==> config.mk <==
export PLATFORM = sky130hd
export DESIGN_NAME = param_shift_chain_flat
export DESIGN_NICKNAME = d
export VERILOG_FILES = /design/src/rtl/param_shift_chain_pkg.sv /design/src/rtl/param_shift_chain_if.sv /design/src/rtl/param_shift_chain_step_edge_detect.sv /design/src/rtl/param_shift_chain.sv /design/src/flat_wrapper.sv
export SDC_FILE = /design/constraint.sdc
export NUM_CORES = 1
export LEC_CHECK = 0
export ABC_AREA = 1
export CAP_MARGIN = 15
export CORE_MARGIN = 8
export CORE_UTILIZATION = 53
export DETAILED_ROUTE_END_ITERATION = 8
export PLACE_DENSITY = 0.85
export SYNTH_ARGS = -nofsm -noshare
export SYNTH_HDL_FRONTEND = slang
export SYNTH_SLANG_ARGS = --single-unit
export TNS_END_PERCENT = 20
==> constraint.sdc <==
create_clock -name clk -period 2.9 [get_ports clk]
set_input_delay 0.435 -clock clk [delete_from_list [all_inputs] [get_ports clk]]
set_output_delay 0.435 -clock clk [all_outputs]
set_load 0.03 [all_outputs]
==> src/rtl/param_shift_chain_pkg.sv <==
// Shared constants and helpers for the parametrised shift chain.
package shift_chain_pkg;

    localparam logic [1:0] MODE_SHIFT  = 2'b00;
    localparam logic [1:0] MODE_ROTATE = 2'b01;
    localparam logic [1:0] MODE_DRAIN  = 2'b10;
    localparam logic [1:0] MODE_HOLD   = 2'b11;

    // Tap indices at or beyond the chain length drive zeros rather than aliasing a stage.
    function automatic logic tap_in_range(input int sel, input int depth);
        return (sel >= 0) && (sel < depth);
    endfunction

endpackage

==> src/rtl/param_shift_chain_if.sv <==
// Control and observation bundle between the board top level and the shift chain.
// step is a raw asynchronous level; clr, mode, data_in and tap_sel are synchronous to clk.
// There is no valid/ready handshake: each conditioned step rise is one advance request,
// which is always accepted and never back-pressured.
interface param_shift_chain_if #(
    parameter int WIDTH = 8,
    parameter int DEPTH = 3
);
    localparam int SEL_W = (DEPTH > 1) ? $clog2(DEPTH) : 1;
    localparam int CNT_W = $clog2(DEPTH + 1);

    logic             step;
    logic             clr;
    logic [1:0]       mode;
    logic [WIDTH-1:0] data_in;
    logic [SEL_W-1:0] tap_sel;
    logic [WIDTH-1:0] stage0_out;
    logic [WIDTH-1:0] data_out;
    logic [WIDTH-1:0] tap_out;
    logic             out_valid;
    logic [CNT_W-1:0] fill_cnt;
    logic             full;
    logic             empty;
    logic             adv;

    modport master (
        output step, clr, mode, data_in, tap_sel,
        input  stage0_out, data_out, tap_out, out_valid, fill_cnt, full, empty, adv
    );

    modport slave (
        input  step, clr, mode, data_in, tap_sel,
        output stage0_out, data_out, tap_out, out_valid, fill_cnt, full, empty, adv
    );

endinterface

==> src/rtl/param_shift_chain_step_edge_detect.sv <==
// Two-flop synchroniser plus rising-edge detector for an asynchronous key level.
// All flops reset to 1 so a level already high at reset release is not seen as a rise.
module step_edge_detect (
    input  logic clk,
    input  logic rst,
    input  logic in,
    output logic pulse
);

    logic s1;
    logic s2;
    logic p;

    // Synchronise the raw level and remember the previous synchronised value.
    always_ff @(posedge clk or posedge rst) begin
        if (rst) begin
            s1 <= 1'b1;
            s2 <= 1'b1;
            p  <= 1'b1;
        end else begin
            s1 <= in;
            s2 <= s1;
            p  <= s2;
        end
    end

    assign pulse = s2 & ~p;

endmodule

==> src/rtl/param_shift_chain.sv <==
// WIDTH-bit, DEPTH-stage chain advanced by a conditioned step key, with shift-in,
// rotate, drain and hold modes, per-stage valid bits, an occupancy count and a tap mux.
module param_shift_chain
    import shift_chain_pkg::*;
#(
    parameter int WIDTH = 8,
    parameter int DEPTH = 3
) (
    input logic               clk,
    input logic               rst,
    param_shift_chain_if.slave bus
);

    localparam int SEL_W = (DEPTH > 1) ? $clog2(DEPTH) : 1;
    localparam int CNT_W = $clog2(DEPTH + 1);

    logic [WIDTH-1:0] stage_q [DEPTH];
    logic [DEPTH-1:0] valid_q;
    logic [CNT_W-1:0] cnt_q;
    logic             adv;
    logic [WIDTH-1:0] tap;

    step_edge_detect u_step (
        .clk   (clk),
        .rst   (rst),
        .in    (bus.step),
        .pulse (adv)
    );

    // Chain state: clear wins over an advance, which is then dropped, not replayed.
    always_ff @(posedge clk or posedge rst) begin
        if (rst) begin
            for (int i = 0; i < DEPTH; i++) stage_q[i] <= '0;
            valid_q <= '0;
            cnt_q   <= '0;
        end else if (bus.clr) begin
            for (int i = 0; i < DEPTH; i++) stage_q[i] <= '0;
            valid_q <= '0;
            cnt_q   <= '0;
        end else if (adv) begin
            case (bus.mode)
                MODE_SHIFT: begin
                    for (int i = 1; i < DEPTH; i++) stage_q[i] <= stage_q[i-1];
                    stage_q[0] <= bus.data_in;
                    valid_q    <= {valid_q[DEPTH-2:0], 1'b1};
                    cnt_q      <= cnt_q + CNT_W'(1) - CNT_W'(valid_q[DEPTH-1]);
                end
                MODE_ROTATE: begin
                    for (int i = 1; i < DEPTH; i++) stage_q[i] <= stage_q[i-1];
                    stage_q[0] <= stage_q[DEPTH-1];
                    valid_q    <= {valid_q[DEPTH-2:0], valid_q[DEPTH-1]};
                end
                MODE_DRAIN: begin
                    for (int i = 1; i < DEPTH; i++) stage_q[i] <= stage_q[i-1];
                    stage_q[0] <= '0;
                    valid_q    <= {valid_q[DEPTH-2:0], 1'b0};
                    cnt_q      <= cnt_q - CNT_W'(valid_q[DEPTH-1]);
                end
                default: ; // hold: chain left untouched
            endcase
        end
    end

    // Tap mux: select a stage by index, zeros when the index is past the chain.
    always_comb begin
        tap = '0;
        if (tap_in_range(int'(bus.tap_sel), DEPTH)) begin
            for (int i = 0; i < DEPTH; i++) begin
                if (bus.tap_sel == SEL_W'(i)) tap = stage_q[i];
            end
        end
    end

    assign bus.stage0_out = stage_q[0];
    assign bus.data_out   = stage_q[DEPTH-1];
    assign bus.tap_out    = tap;
    assign bus.out_valid  = valid_q[DEPTH-1];
    assign bus.fill_cnt   = cnt_q;
    assign bus.full       = (cnt_q == CNT_W'(DEPTH));
    assign bus.empty      = (cnt_q == '0);
    assign bus.adv        = adv;

    // Occupancy must stay within the chain length.
    cnt_in_range: assert property (@(posedge clk) disable iff (rst) cnt_q <= CNT_W'(DEPTH));

endmodule

==> src/flat_wrapper.sv <==
// flat-port wrapper written by rule: the top's interface ports become plain ports
module param_shift_chain_flat import shift_chain_pkg::*;
#(
    parameter int WIDTH = 8,
    parameter int DEPTH = 3
)
  (clk, rst, bus_step, bus_clr, bus_mode, bus_data_in, bus_tap_sel, bus_stage0_out, bus_data_out, bus_tap_out, bus_out_valid, bus_fill_cnt, bus_full, bus_empty, bus_adv);
  param_shift_chain_if #(.WIDTH(WIDTH), .DEPTH(DEPTH)) bus_i ();
  input logic clk;
  input logic rst;
  input wire logic [$bits(bus_i.step)-1:0] bus_step;
  input wire logic [$bits(bus_i.clr)-1:0] bus_clr;
  input wire logic [$bits(bus_i.mode)-1:0] bus_mode;
  input wire logic [$bits(bus_i.data_in)-1:0] bus_data_in;
  input wire logic [$bits(bus_i.tap_sel)-1:0] bus_tap_sel;
  output wire logic [$bits(bus_i.stage0_out)-1:0] bus_stage0_out;
  output wire logic [$bits(bus_i.data_out)-1:0] bus_data_out;
  output wire logic [$bits(bus_i.tap_out)-1:0] bus_tap_out;
  output wire logic [$bits(bus_i.out_valid)-1:0] bus_out_valid;
  output wire logic [$bits(bus_i.fill_cnt)-1:0] bus_fill_cnt;
  output wire logic [$bits(bus_i.full)-1:0] bus_full;
  output wire logic [$bits(bus_i.empty)-1:0] bus_empty;
  output wire logic [$bits(bus_i.adv)-1:0] bus_adv;
  assign bus_i.step = bus_step;
  assign bus_i.clr = bus_clr;
  assign bus_i.mode = bus_mode;
  assign bus_i.data_in = bus_data_in;
  assign bus_i.tap_sel = bus_tap_sel;
  assign bus_stage0_out = bus_i.stage0_out;
  assign bus_data_out = bus_i.data_out;
  assign bus_tap_out = bus_i.tap_out;
  assign bus_out_valid = bus_i.out_valid;
  assign bus_fill_cnt = bus_i.fill_cnt;
  assign bus_full = bus_i.full;
  assign bus_empty = bus_i.empty;
  assign bus_adv = bus_i.adv;
  param_shift_chain #(.WIDTH(WIDTH), .DEPTH(DEPTH)) u_core (.clk(clk), .rst(rst), .bus(bus_i));
endmodule
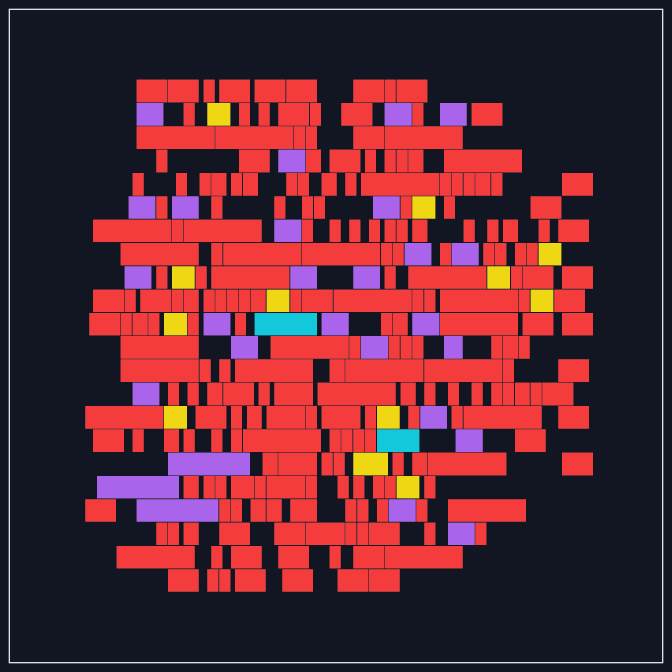
Figure 1: run 1, cells by drive strength.
[red] x1 and smaller | cells: 234 | most used: nand2_1
[cyan] x6 and larger | cells: 2
[purple] x2 | cells: 27 | most used: o21ai_2
[yellow] x3 and x4 | cells: 12 | most used: buf_4

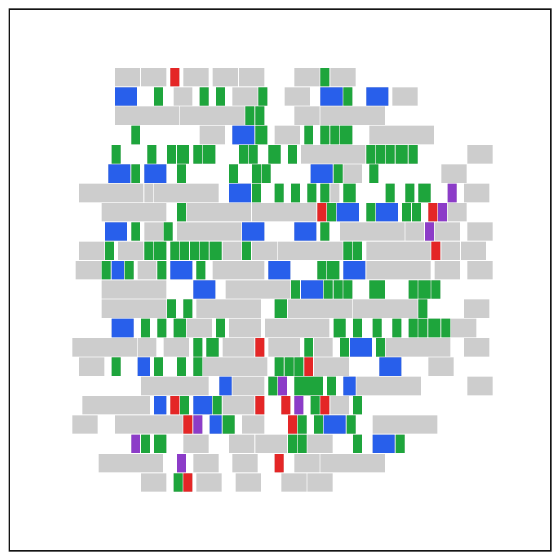
Figure 2: run 1, logic cells by family.
[blue] aoi and oai cells | cells: 30 | most used: o21ai_2
[purple] nor cells | cells: 8 | most used: nor2_1
[green] nand cells | cells: 124 | most used: nand2_1
[red] inv cells | cells: 14 | most used: inv_1

==> run notes, run 1 <==
yosys + openroad results -> hold path depth 0, I/O Buffers 45, Syn-to-layout area delta 22.42%, DRT iter0 DRCs 118, Clock transition at path regs 0.09 ns, final total power 0.001069 W, Routed WL 4.121 mm, Max-Cap Viols 0, internal power 0.0007172 W, hold buffers post-CTS 0, Num CTS Buffers 5, post-CTS resize count 0, CP Class in2out, cell taking the most area after synthesis dfrtp_1, Worst R2R Start u_core.u_step.p$_DFF_PP1_, routing usage on met1 17.14%, Syn Area/Cell 7.943 sq um, FP Rows 22, Post-Synth XOR/XNOR Area 0.4575%, antenna viol nets, final 0, total track usage 14.93%, worst slack at placement 0.3954 ns, ratio of cells with drive above 1 in the final layout 14.91%, DIE AREA 5791 sq um, syn_nets 263, postcts setup bufs 0, clock root buffer master clkbuf_4, routability cong. 0.7518, I/O pin count 46, Clock power frac 24.7%, Critical Path Source Type input port, First-pass DRT Iterations 4, yosys cell count 241, status finished, final reports clean, fmax 401.9 MHz, vias in the first global route 1586, routed vias 1600, Log Warnings 30, Nets 296, initial antenna violation count 0, Worst Hold Endpoint u_core.u_step.s2$_DFF_PP1_, ys flops 32, Late-Pin Clk Latency 0.33 ns
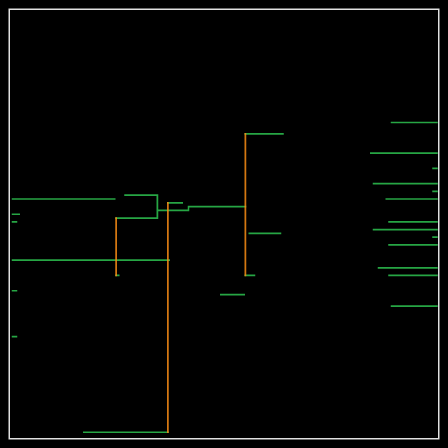
Figure 3: run 1, wiring by layer.
Only two layers are drawn.
[green] M3 | wire length: 216 um
[orange] M4 | wire length: 76.2 um

-- run 1: kinds of logic after synthesis --
logic type               Yosys count
AND/OR/NAND/NOR                  132
AND-OR/OR-AND                     30
buffers and inverters             40
adder cells (fa/ha/maj)            6
flip-flops                        32
XOR/XNOR                           1
-- run 1: Yosys cell counts (all sizes together) --
master	count
dfstp	3
xor2	1
nand2	105
inv	14
clkbuf	1
ha	6
nor2	8
dfrtp	29
o211ai	1
o21ai	28
a21oi	1
nand3	19
buf	25
-- run 1: cell type report --
| class | instances | area, sq um | share of cell area (%) |
|---|---|---|---|
| inverter | 14 | 52.55 | 2.242 |
| clock buffer | 8 | 58.81 | 2.509 |
| tap | 48 | 60.06 | 2.563 |
| multi-input combinational | 169 | 852.1 | 36.36 |
| sequential | 32 | 804.5 | 34.33 |
| timing repair buffer | 52 | 515.5 | 22.00 |
-- run 1: layout by cell type (no fill, tap or decap) --
cell type / netlist / layout
nand2_4: 1 / 1
a21oi_1: 1 / 1
clkbuf_4: 0 / 5
xor2_1: 1 / 1
dfstp_2: 3 / 3
nand3_1: 19 / 19
o211ai_1: 1 / 1
buf_12: 0 / 1
nand2_2: 1 / 1
dfrtp_1: 29 / 29
clkbuf_8: 0 / 1
clkdlybuf4s50_1: 0 / 45
inv_1: 14 / 14
o21ai_0: 5 / 5
buf_4: 16 / 6
nand2_1: 103 / 103
clkbuf_1: 1 / 2
nor2_1: 8 / 8
o21ai_2: 23 / 23
ha_1: 6 / 6
-- run 1: critical path: stages --
cell and delay (ns):
clkdlybuf4s50_1 0.50, inv_1 0.05, nor2_1 0.08, buf_4 0.17, nand2_1 0.06, nand3_1 0.08, clkdlybuf4s50_1 0.68
-- run 1: routing by layer --
layer	routed length, um	share of wire (%)
met5	0	0
met4	76	1.8
met3	215	5.2
met2	2044	50
met1	1784	43
--- run 2 (diff from run 1) ---
--- a/config.mk
+++ b/config.mk
@@ -11,6 +11,7 @@
 export CORE_UTILIZATION = 53
 export DETAILED_ROUTE_END_ITERATION = 8
 export PLACE_DENSITY = 0.85
+export SLEW_MARGIN = 15
 export SYNTH_ARGS = -nofsm -noshare
 export SYNTH_HDL_FRONTEND = slang
 export SYNTH_SLANG_ARGS = --single-unit
==> run 2 against run 1 <==
Fmax unchanged. Largest cell class unchanged. Flip-flop count unchanged. Final area unchanged. Global-route usage unchanged. Hold slack unchanged. Cell count unchanged. Area after synthesis unchanged. Synthesized cell count unchanged. Non-clock buffer count unchanged. Worst setup slack unchanged.
==> run notes, run 2 <==
yosys + openroad results -> Worst R2R Start u_core.u_step.p$_DFF_PP1_, Critical Path Source Type input port, Syn Area/Cell 7.943 sq um (unchanged), pwr/cell area 456.2 nW/um^2, I/O pin count 46 (unchanged), FP Rows 22 (unchanged), Late-Pin Clk Latency 0.33 ns (about the same), Slew HR 73.47%, ys flops 32 (unchanged), Pins Over Slew Limit 0, RSZ-0062 raised after global routing false, routability cong. 0.7518 (unchanged), Pleak 1.089 nW, routed vias 1600 (unchanged), ratio of cells with drive above 1 in the final layout 14.91% (unchanged), Top cell excl fill/tap nand2_1, Nets 296 (unchanged), post-CTS resize count 0 (unchanged), Num CTS Buffers 5 (unchanged), Log Warnings 30 (unchanged), vias in the first global route 1586 (unchanged), hold_sp u_core.u_step.s1$_DFF_PP1_, cell taking the most area after synthesis dfrtp_1, area figure in the yosys stat output 1914 sq um, Synth logic family simple AND/OR/NAND/NOR gates, most frequent cells after synthesis nand2_1, dfrtp_1, o21ai_2, Routed WL 4.121 mm (unchanged), status finished, final reports clean, DIE AREA 5791 sq um (unchanged), Post-Synth XOR/XNOR Area 0.4575% (unchanged), CP Class in2out, most frequent cell after synthesis nand2_1, ys flop type dfrtp_1, fraction of registers with async set or reset after synthesis 100.0% (unchanged), antenna fix cells 0, I/O Buffers 45 (unchanged), Cell Type Count 19, First-pass DRT Iterations 4 (unchanged), syn_nets 263 (unchanged), Syn-to-layout area delta 22.42% (unchanged), initial antenna violation count 0 (unchanged), number of enable flip-flop cells 0 (unchanged), dominant logic cell types in the final layout nand2_1, clkdlybuf4s50_1, dfrtp_1, fmax 401.9 MHz (unchanged), antenna viol nets, final 0 (unchanged), largest net degree at the start of global routing 33, postcts setup bufs 0 (unchanged), final total power 0.001069 W (unchanged), clock root buffer master clkbuf_4, worst slack at placement 0.3954 ns (unchanged), yosys cell count 241 (unchanged), Max-Cap Viols 0 (unchanged), hold buffers post-CTS 0 (unchanged), crit path time final 2.488 ns, Clock transition at path regs 0.09 ns (about the same), DRT iter0 DRCs 118 (unchanged)
run 2: routing by layer:
metal  GRT usage, %  wire, um
met1          17.14      1784
met2          25.02      2044
met3          4.363       215
met4          6.731        76
met5              0         0
run 2: path summary, 6_finish.rpt:
kind	end	slack, ns	cells after the start
max in group asynchronous	u_core.u_step.s1$_DFF_PP1_	2.10	3
worst min register to register	u_core.u_step.s2$_DFF_PP1_	0.36	0
worst max register to register	u_core.bus.stage0_out[5]$_DFFE_PP0P_	1.41	6
min in group asynchronous	u_core.bus.stage0_out[2]$_DFFE_PP0P_	0.47	3
worst min-delay path	u_core.u_step.s2$_DFF_PP1_	0.36	0
worst max-delay path	bus_tap_out[4]	0.41	7
run 2: power by group:
group | internal [W] | leakage [nW] | total [W] | switching (W)
clock network | 0.000120 | 0.0326 | 0.000264 | 0.000145
logic | 0.000119 | 0.630 | 0.000296 | 0.000177
registers | 0.000479 | 0.427 | 0.000509 | 0.0000305
total | 0.000717 | 1.09 | 0.00107 | 0.000352
run 2: cells by family after synthesis:
group           count (synthesis)
xor+xnor                        1
buf+inv                        40
compound gates                 30
flops                          32
simple gates                  132
fa+ha+maj                       6
run 2: area by class of cell:
type	instances	area, sq um
Fill cell	306	1235
Sequential cell	32	804.5
Clock buffer	8	58.81
Tap cell	48	60.06
Inverter	14	52.55
Multi-Input combinational cell	169	852.1
Timing Repair Buffer	52	515.5
run 2: critical path, stage by stage:
cell	delay (ns)
clkdlybuf4s50_1	0.50
inv_1	0.05
nor2_1	0.08
buf_4	0.17
nand2_1	0.06
nand3_1	0.08
clkdlybuf4s50_1	0.68
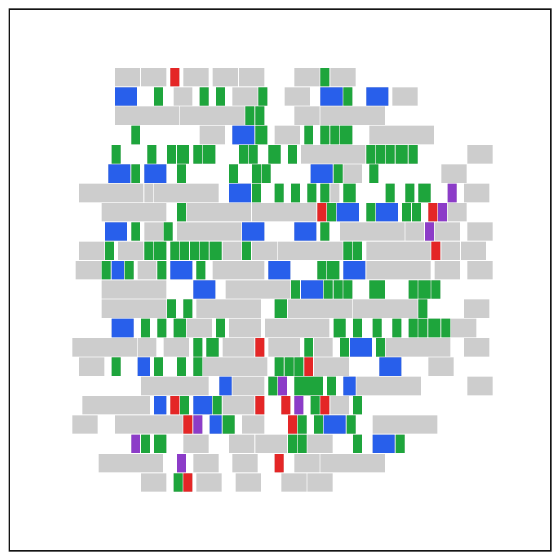
Figure 4: run 2, logic cells by family.
[blue] aoi and oai cells | cells: 30 | most used: o21ai_2
[purple] nor cells | cells: 8 | most used: nor2_1
[green] nand cells | cells: 124 | most used: nand2_1
[red] inv cells | cells: 14 | most used: inv_1

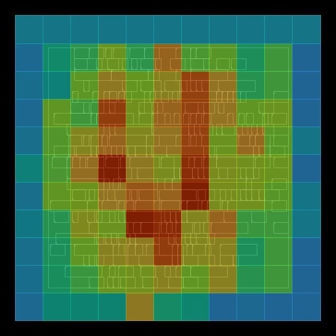
Figure 5: run 2, track usage over the die.
routing usage on met1: 17.14%
M3 GR Usage: 4.363%
total track usage: 14.93%
routed len/inst: 12.76 um

--- run 3 (diff from run 2) ---
--- a/config.mk
+++ b/config.mk
@@ -7,11 +7,12 @@
 export LEC_CHECK = 0
 export ABC_AREA = 1
 export CAP_MARGIN = 15
-export CORE_MARGIN = 8
+export CORE_MARGIN = 5
 export CORE_UTILIZATION = 53
+export CTS_CLUSTER_SIZE = 28
 export DETAILED_ROUTE_END_ITERATION = 8
 export PLACE_DENSITY = 0.85
-export SLEW_MARGIN = 15
+export SLEW_MARGIN = 30
 export SYNTH_ARGS = -nofsm -noshare
 export SYNTH_HDL_FRONTEND = slang
 export SYNTH_SLANG_ARGS = --single-unit
==> run 3 against run 2 <==
Register-to-register slack lost 0.11 ns. Hold slack better by 0.0039 ns. Area after synthesis unchanged. Cell count decreased by 0.93%. Clock power hardly changed. Routed wire length down 3.2%. Synthesized cell count is the same. Clock skew decreased by 0.0010 ns. Critical path depth unchanged. Largest cell class unchanged.
==> run notes, run 3 <==
yosys + openroad results -> syn_nets 263 (unchanged), ratio of cells with drive above 1 in the final layout 14.60% (-0.31 points), Routed WL 3.991 mm (-3.2%), WP buf/inv 4 (unchanged), clock network power 0.000264 W (about the same), routed len/inst 12.47 um (-2.2%), routability cong. 0.8533 (+14%), area figure in the yosys stat output 1914 sq um (unchanged), largest net degree at the start of global routing 33 (unchanged), delay-heaviest family, CP buffers and inverters, Cell Type Count 19 (unchanged), FP Rows 21 (-4.5%), WL met3 177 um (-18%), Critical Path Source Type input port, antenna viol nets, final 0 (unchanged), DRT iter0 DRCs 124 (+5.1%), Log Warnings 30 (unchanged), Logic pwr share 27.4% (-0.3 points), routed vias 1611 (+0.69%), fraction of registers with async set or reset after synthesis 100.0% (unchanged), crit path time final 2.494 ns (+0.006504 ns), Syn Area/Cell 7.943 sq um (unchanged), status finished, final reports clean, CP Class in2out, total track usage 17.24% (+2.3 points), number of enable flip-flop cells 0 (unchanged), internal power 0.0007157 W (-0.21%), M3 GR Usage 3.730% (-0.63 points), Clock power frac 24.7% (about the same), ys flops 32 (unchanged), Fin Setup TNS 0 ns, Pleak 1.085 nW (-0.44%), routing usage on met1 20.94% (+3.8 points), grt peak-use layer met2, Nets 295 (-0.34%), antenna fix cells 0 (unchanged), post-CTS resize count 0 (unchanged), yosys cell count 241 (unchanged), most used cell along the critical path clkdlybuf4s50_1, ys flop type dfrtp_1, DR WL met2 2.028 mm (-0.78%), Num CTS Buffers 5 (unchanged), most frequent cells after synthesis nand2_1, dfrtp_1, o21ai_2, I/O pin count 46 (unchanged), Max-Cap Viols 0 (unchanged), Comb power 0.000293 W (about the same), Seq pwr share 47.8% (+0.2 points), fmax 400.9 MHz (-0.26%), DIE AREA 4914 sq um (-15%), cell taking the most area after synthesis dfrtp_1, clock root buffer master clkbuf_4, I/O Buffers 45 (unchanged), Late-Pin Clk Latency 0.33 ns (about the same), Pins Over Slew Limit 0 (unchanged), worst path cell trace clkdlybuf4s50_1, inv_1, nor2_1, buf_4, nand2_1, nand3_1, clkdlybuf4s50_1, Clock transition at path regs 0.09 ns (about the same), Top Layer Used met4, most frequent cell after synthesis nand2_1, dominant logic cell types in the final layout nand2_1, clkdlybuf4s50_1, dfrtp_1, Slew HR 73.46% (about the same), P_sw 0.0003505 W (-0.37%), M1 wire length 1.732 mm (-2.9%), postcts setup bufs 0 (unchanged), Syn-to-layout area delta 21.90%, crit path max-delay cell type clkdlybuf4s50_1, pwr/cell area 456.9 nW/um^2 (+0.16%), initial antenna violation count 0 (unchanged), Top cell excl fill/tap nand2_1, hold buffers post-CTS 0 (unchanged), Sw Ratio 32.87% (-0.036 points)
-- run 3: path summary, 6_finish.rpt --
kind | slack, ns | startpoint | endpoint | cells after the start
worst max-delay path | 0.41 | bus_tap_sel[0] | bus_tap_out[3] | 7
worst min-delay path | 0.37 | u_core.u_step.s1$_DFF_PP1_ | u_core.u_step.s2$_DFF_PP1_ | 0
worst max register to register | 1.30 | u_core.u_step.p$_DFF_PP1_ | u_core.bus.stage0_out[3]$_DFFE_PP0P_ | 7
worst min register to register | 0.37 | u_core.u_step.s1$_DFF_PP1_ | u_core.u_step.s2$_DFF_PP1_ | 0
max in group asynchronous | 2.10 | rst | u_core.u_step.p$_DFF_PP1_ | 3
min in group asynchronous | 0.47 | rst | u_core.stage_q[11]$_DFFE_PP0P_ | 3
-- run 3: kinds of logic after synthesis --
family	Yosys count	share of synthesized area, %
compound gates	30	12.48
simple gates	132	27.65
fa+ha+maj	6	3.921
flops	32	42.03
xor+xnor	1	0.4576
buf+inv	40	13.46
-- run 3: stage by stage --
stage                     hold WS [ns]   power, W  utilization (%)  cells  setup slack (ns)
after floorplan                 0.3452  0.0007260                -    241             1.380
after global placement          0.3481  0.0008051            66.59    312            0.4349
after detailed placement        0.3516  0.0008132            66.59    312            0.4133
after CTS                       0.3650   0.001074            68.32    320            0.3945
after global routing            0.3698   0.001119            68.32    320            0.3057
final                           0.3653   0.001066            68.32    320            0.4056
-- run 3: cell type report --
| type | instances | area, sq um |
|---|---|---|
| Clock buffer | 8 | 58.81 |
| Sequential cell | 32 | 804.5 |
| Tap cell | 46 | 57.56 |
| Multi-Input combinational cell | 169 | 852.1 |
| Fill cell | 287 | 1082 |
| Inverter | 14 | 52.55 |
| Timing Repair Buffer | 51 | 508.0 |
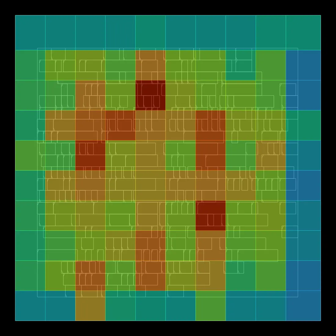
Figure 6: run 3, track usage over the die.
Finished Core Util: 68.32%
met2 GRT Util: 29.70%

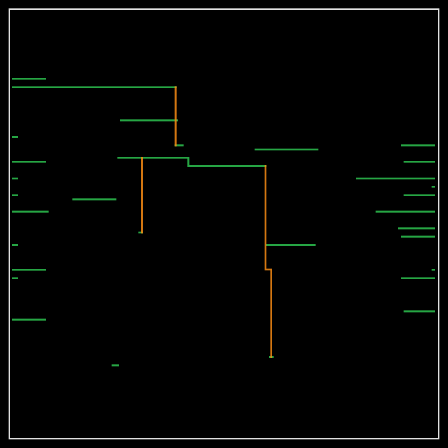
Figure 7: run 3, wiring by layer.
Only two layers are drawn.
[green] M3 | wire length: 178 um
[orange] M4 | wire length: 54.0 um

Power and IR drop assume default switching activity.
